Run 1, metal layers overlaid:
Scale: 3 px per um.
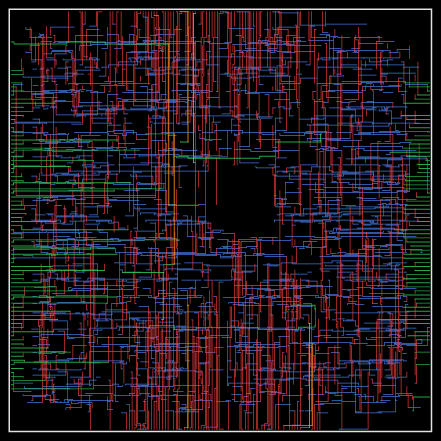
Run 1, a small window of the routed layout:
Region (95, 25) to (115, 45) um. Cells in grey, sequential cells in the stronger grey; small squares are vias.
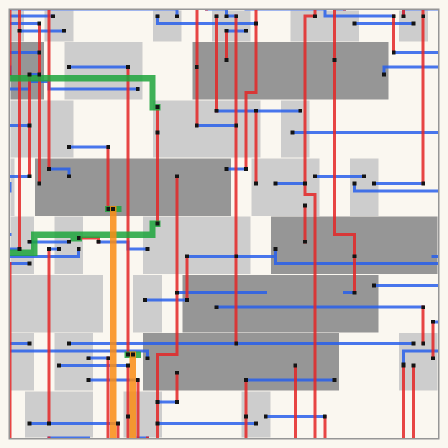
Run 1, routed clock nets over the placement:
Scale: 2 px per um.
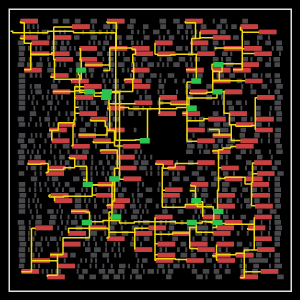
Design mem_port_arbiter_flat, sky130hd; sources not shown.
==> impl_metrics.tcl, run 1 <==
# yosys + openroad results
set metrics [dict create \
    grt_util_met2 0.3395 \
    root_buffer "clkbuf_8" \
    hpwl_um 14510 \
    cts_tree "done" \
    fin_hold_ws_ps 468.3 \
    grt_first_pass_wirelength_um 31100 \
    tool_warnings 26 \
    ys_sh_xor 0 \
    regToRegSetupSlack_ps 700 \
    top_layer "met4" \
    grt_overflow 0 \
    cts_buffers 17 \
    lay_top_count "nand2_1" \
    crit_path_start_kind "flip-flop" \
    finalCriticalPeriod_ps 2147 \
    cp.arrival_ps 1710 \
    wl_met2_um 9437 \
    ys.flops 139 \
    aoi_share 0.08882 \
    hold_viol 0 \
    nFillCells 2096 \
    path_cells "dlygate4sd2_1" \
    setup_viol 0 \
    core_um2 17480 \
    drc 0 \
    antennaDiodeCount 0 \
    layout-drive-gt1-share 0.1204 \
    lay_top_cells "337 x nand2_1, 139 x dfrtp_1, 136 x clkdlybuf4s50_1" \
    tightestPinTransition_ps 1039 \
    crit_family "buffers and inverters" \
    cp_max_fo 2 \
    crit_slowest_cell "dlygate4sd2_1" \
    final_antenna_net_count 0 \
    topCombFamilyByArea "simple AND/OR/NAND/NOR gates" \
    fin_setup_tns_ps 0 \
    avgViaCountPerCell 4.452 \
    slew_violations 0 \
    yosysTopAreaCellShare 0.5851 \
    ys_area_um2 5944 \
    grt_setup_unrepaired "no" \
    io-pin-count 274 \
    slew_headroom 0.3102 \
    asyncSetResetFlopFracSynth 1.000 \
    critPathKind "flip-flop to output pin" \
    fp.dieArea_um2 19660 \
    ctsResizeCount 136 \
    drtPass1Iterations 4 \
    ys_cells 673 \
    die_h_um 140.2 \
    htreeDepth 4 \
    edf_count 0 \
    crit_path_max_incr_delay_ps 910 \
    status "complete, no violations" \
    yosysUniqueCellTypes 19 \
    met1Wirelength_um 7832 \
    syn_area_um2 5944 \
    final_nets 1105 \
    cp_num_cells 1 \
    antenna_found_initial 0 \
    grt_pass1_vias 5881 \
    finalCritPeriodShare 0.9761 \
    grt_max_degree 78 \
    synthFlopType "dfrtp_1" \
    top_cells_by_area "dfrtp_1 59%, nand2_1 21%, o21ai_2 6.8%" \
    place_congestion 0.7748 \
    cts_hold_buf 1 \
    synth_top_cell_by_area "dfrtp_1" \
    clock_path_buffers 2 \
    simple_gate_area_frac 0.2555 \
    rows 48 \
    critPathBufInv 1 \
    cts_setup_buffers 0 \
    syn-num-nets 811 \
    clkTransAtPathRegs_ps 80 \
    grt_busiest_layer "met2" \
    die_w_um 140.2 \
    met1_usage 0.2345 \
    synth.area.mux_share 0 \
    avgSynthCellArea_um2 8.833 \
    wl_met3_um 1635 \
    ff2ff_path_depth 4 \
    min_path_cells 2 \
    portBuffers 273 \
    cts.sinks 139 \
    area_delta_synth_final_pct 55.13 \
    ys_seq_frac 0.5851 \
    max_freq_mhz 465.7 \
    worstHoldPathType "flip-flop to flip-flop" \
    drt_iter0_drc 147 \
    worstSetupEndpointType "output pin" \
    crit_required_ps 1760 \
    cap_viol_max_count 0 \
    synthCells 673 \
    synth_warnings 0 \
    met3_usage 0.07545 \
    initCoreUtil 0.3401 \
    common_cells "337 x nand2_1, 139 x dfrtp_1, 46 x o21ai_2" \
    adder_share 0 \
    yosysMostFrequentCell "nand2_1" \
]
Back to the opening pictures, 'metal layers overlaid':
met2 -> red  # wire length 9440 um
met3 -> green  # wire length 1640 um
met1 -> blue  # wire length 7830 um
met4 -> orange  # wire length 309 um
total track usage: 0.1981
via count: 5365
WL per Instance: 15.95 um
total routed wirelength: 19220 um

Back to the opening pictures, 'a small window of the routed layout':
met4 -> orange
met3 -> green
met2 -> red
met1 -> blue
cells with their middle in the window = 25
sequential cells in the window = 5
most frequent = nand2_1 (5), o21ai_1 (5), dfrtp_1 (5)

Back to the opening pictures, 'routed clock nets over the placement':
flip-flops -> red  # count 139
cells driving clock nets -> green  # count 17
clock wires -> yellow  # length 1890 um
flops lie = spread over the die
Worst-Skew Late Latency: 440 ps
Worst Skew: 13.35 ps

-- run 1: stage by stage --
stage                     utilization  worst slack, ps  instances  area, um2
after floorplan                     -            862.0        673       5944
after global placement         0.5126            -5216       1171       8959
after detailed placement       0.5142            124.4       1172       8987
after CTS                      0.5272            6.537       1205       9214
after global routing           0.5276            1.247       1205       9221
final                          0.5276            52.68       1205       9221
-- run 1: cell type report --
class | count | area (um2) | area share
Sequential cell | 139 | 3478 | 0.3772
Multi-Input combinational cell | 455 | 2047 | 0.2220
Clock inverter | 15 | 152.6 | 0.01655
Buffer | 37 | 261.5 | 0.02836
Inverter | 42 | 157.7 | 0.01710
Timing Repair Buffer | 275 | 2609 | 0.2829
Clock buffer | 17 | 234.0 | 0.02537
Tap cell | 225 | 281.5 | 0.03053
Run 1, congestion heat map:
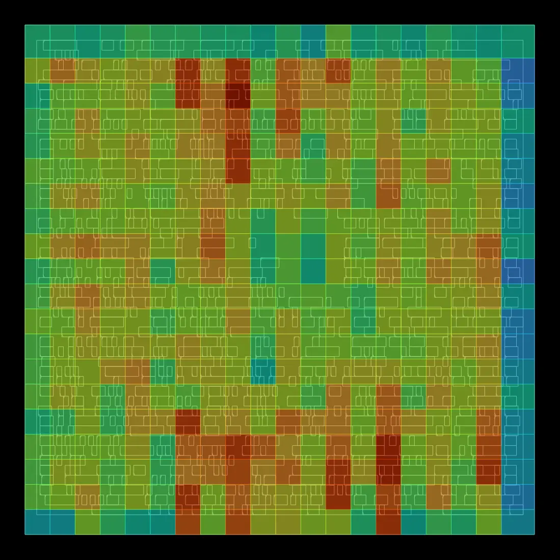

--- run 2 (diff from run 1) ---
- CORE_UTILIZATION: 33 -> 50
- DONT_BUFFER_PORTS: default -> 1
- TNS_END_PERCENT: default -> 1
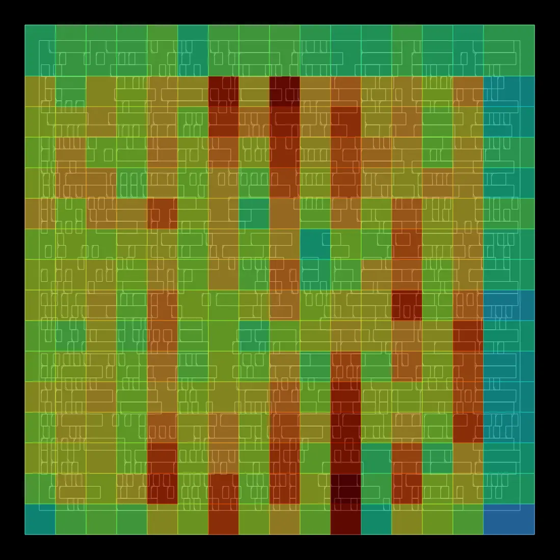
Run 2: congestion heat map
grt met1 use: 0.2544
total track usage: 0.2410
WL per Instance: 18.84 um

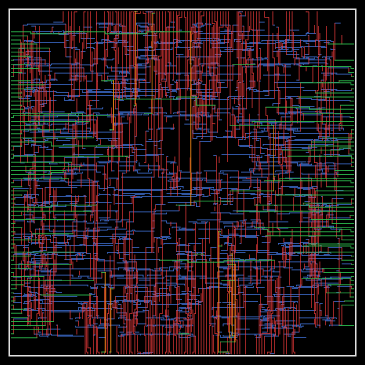
Run 2: metal layers overlaid
Scale: 3 px per um.
total routed wirelength: 15980 um
via count: 4547

==> impl_metrics.tcl, run 2 <==
# yosys + openroad results
set metrics [dict create \
    yosysUniqueCellTypes 19 \
    top_cells_by_area "dfrtp_1 59%, nand2_1 21%, o21ai_2 6.8%" \
    hpwl_um 12020 \
    rows 39 \
    synthCells 673 \
    place_congestion 0.7902 \
    cts_buffers 17 \
    root_buffer "clkbuf_8" \
    drc 0 \
    lay_top_cells "337 x nand2_1, 139 x dfrtp_1, 46 x o21ai_2" \
    grt_setup_unrepaired "no" \
    cap_viol_max_count 0 \
    ys.flops 139 \
    aoi_share 0.08882 \
    cp_num_cells 0 \
    nClkBuffers 21 \
    fin_setup_tns_ps 0 \
    dpl.cell_count 816 \
    combGateArea_um2 2047 \
    crit_required_ps 1760 \
    adder_share 0 \
    nFillCells 1364 \
    topCombFamilyByArea "simple AND/OR/NAND/NOR gates" \
    grt_overflow 0 \
    post-place-ws_ps 565.7 \
    area_dominant_class "sequential cells" \
    lay_top_count "nand2_1" \
    tapCellCount 143 \
    avgViaCountPerCell 5.362 \
    ys_area_um2 5944 \
    finalCritPeriodShare 0.8413 \
    yosysTopAreaCellShare 0.5851 \
    ys_sh_xor 0 \
    n_sequential_cell 139 \
    violations "negative hold slack" \
    final-seq-area_um2 3478 \
    dpl_cell_area_um2 6123 \
    drt_iter0_drc 239 \
    initCoreUtil 0.5162 \
    crit_path_start_kind "flip-flop" \
    status "complete, but fails checks" \
    clkTransAtPathRegs_ps 80 \
    seq_share 0.5346 \
    worstSetupEndpointType "output pin" \
    synth_warnings 0 \
    fp.dieArea_um2 13230 \
    portBuffers 0 \
    edf_count 0 \
    cts_tree "done" \
    ys_cells 673 \
    synth.area.mux_share 0 \
    die_h_um 115.0 \
    max_freq_mhz 540.3 \
    buffers_excl_clock 37 \
    fin_ws_ps 349.1 \
    core_um2 11520 \
    grt_max_degree 140 \
    simple_gate_area_frac 0.2555 \
    avgSynthCellArea_um2 8.833 \
    regToRegSetupSlack_ps 740 \
    n_all_inverters 42 \
    die_w_um 115.0 \
    fin_hold_ws_ps -303.1 \
    tool_warnings 30 \
    drtPass1Iterations 6 \
    ff2ff_path_depth 5 \
    syn-num-nets 811 \
    logic_gates 455 \
    synthFlopType "dfrtp_1" \
    slew_headroom 0.3654 \
    syn_area_um2 5944 \
    grt_first_pass_wirelength_um 24670 \
    grt_pass1_vias 4863 \
    common_cells "337 x nand2_1, 139 x dfrtp_1, 46 x o21ai_2" \
    io-pin-count 274 \
    synth_top_cell_by_area "dfrtp_1" \
    stdcell_count 848 \
    yosysMostFrequentCell "nand2_1" \
    post-route-cell-area_um2 6506 \
    cp_max_fo 2 \
    setup_viol 0 \
    antenna_found_initial 0 \
    finalCriticalPeriod_ps 1851 \
    layout-drive-gt1-share 0.1645 \
    clock_path_buffers 2 \
    critPathKind "flip-flop to output pin" \
    tightestPinTransition_ps 952.0 \
    area_delta_synth_final_pct 9.451 \
    hold_viol 139 \
    ctsResizeCount 0 \
    fin_util 0.5650 \
    worstHoldPathType "input port to asynchronous set/reset pin" \
    final_antenna_net_count 0 \
    asyncSetResetFlopFracSynth 1.000 \
    slew_violations 0 \
    comb_area_share 0.3146 \
    final-clk-cell-share 0.05885 \
    final_nets 830 \
    buf_share 0.04019 \
    cp.arrival_ps 1410 \
    htreeDepth 4 \
    cts.sinks 139 \
    antennaDiodeCount 0 \
    ys_seq_frac 0.5851 \
]
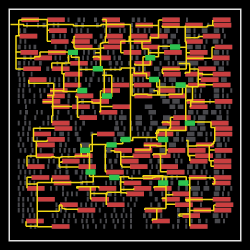
Run 2: routed clock nets over the placement
Scale: 2 px per um.
Worst-Skew Late Latency: 430 ps
Worst Skew: 9.551 ps

## run 2: cell counts after synthesis
No cell type changed its count.
## run 2: timing repair
item,4_1_cts,5_1_grt
endpoints found under the setup margin,0,0
hold endpoints to repair,139,139
buffers inserted,0,0
## run 2: routing by layer
metal  wire length [um]  track usage  share of wire
met5                  0            0              0
met4                320      0.07199          0.020
met3               1681       0.1158           0.11
met2               8262       0.4263           0.52
met1               5712       0.2544           0.36
## run 2: worst reg2reg max path, stage by stage (launching register included)
cell,delay [ps]
dfrtp_1,460
nor2_4,280
nand2_2,200
buf_2,240
nand2_1,90
nand2_1,80
## run 2: cell families after synthesis
kind of cell,count (synthesis)
AND-OR/OR-AND,71
buffers and inverters,79
flip-flops,139
AND/OR/NAND/NOR,384
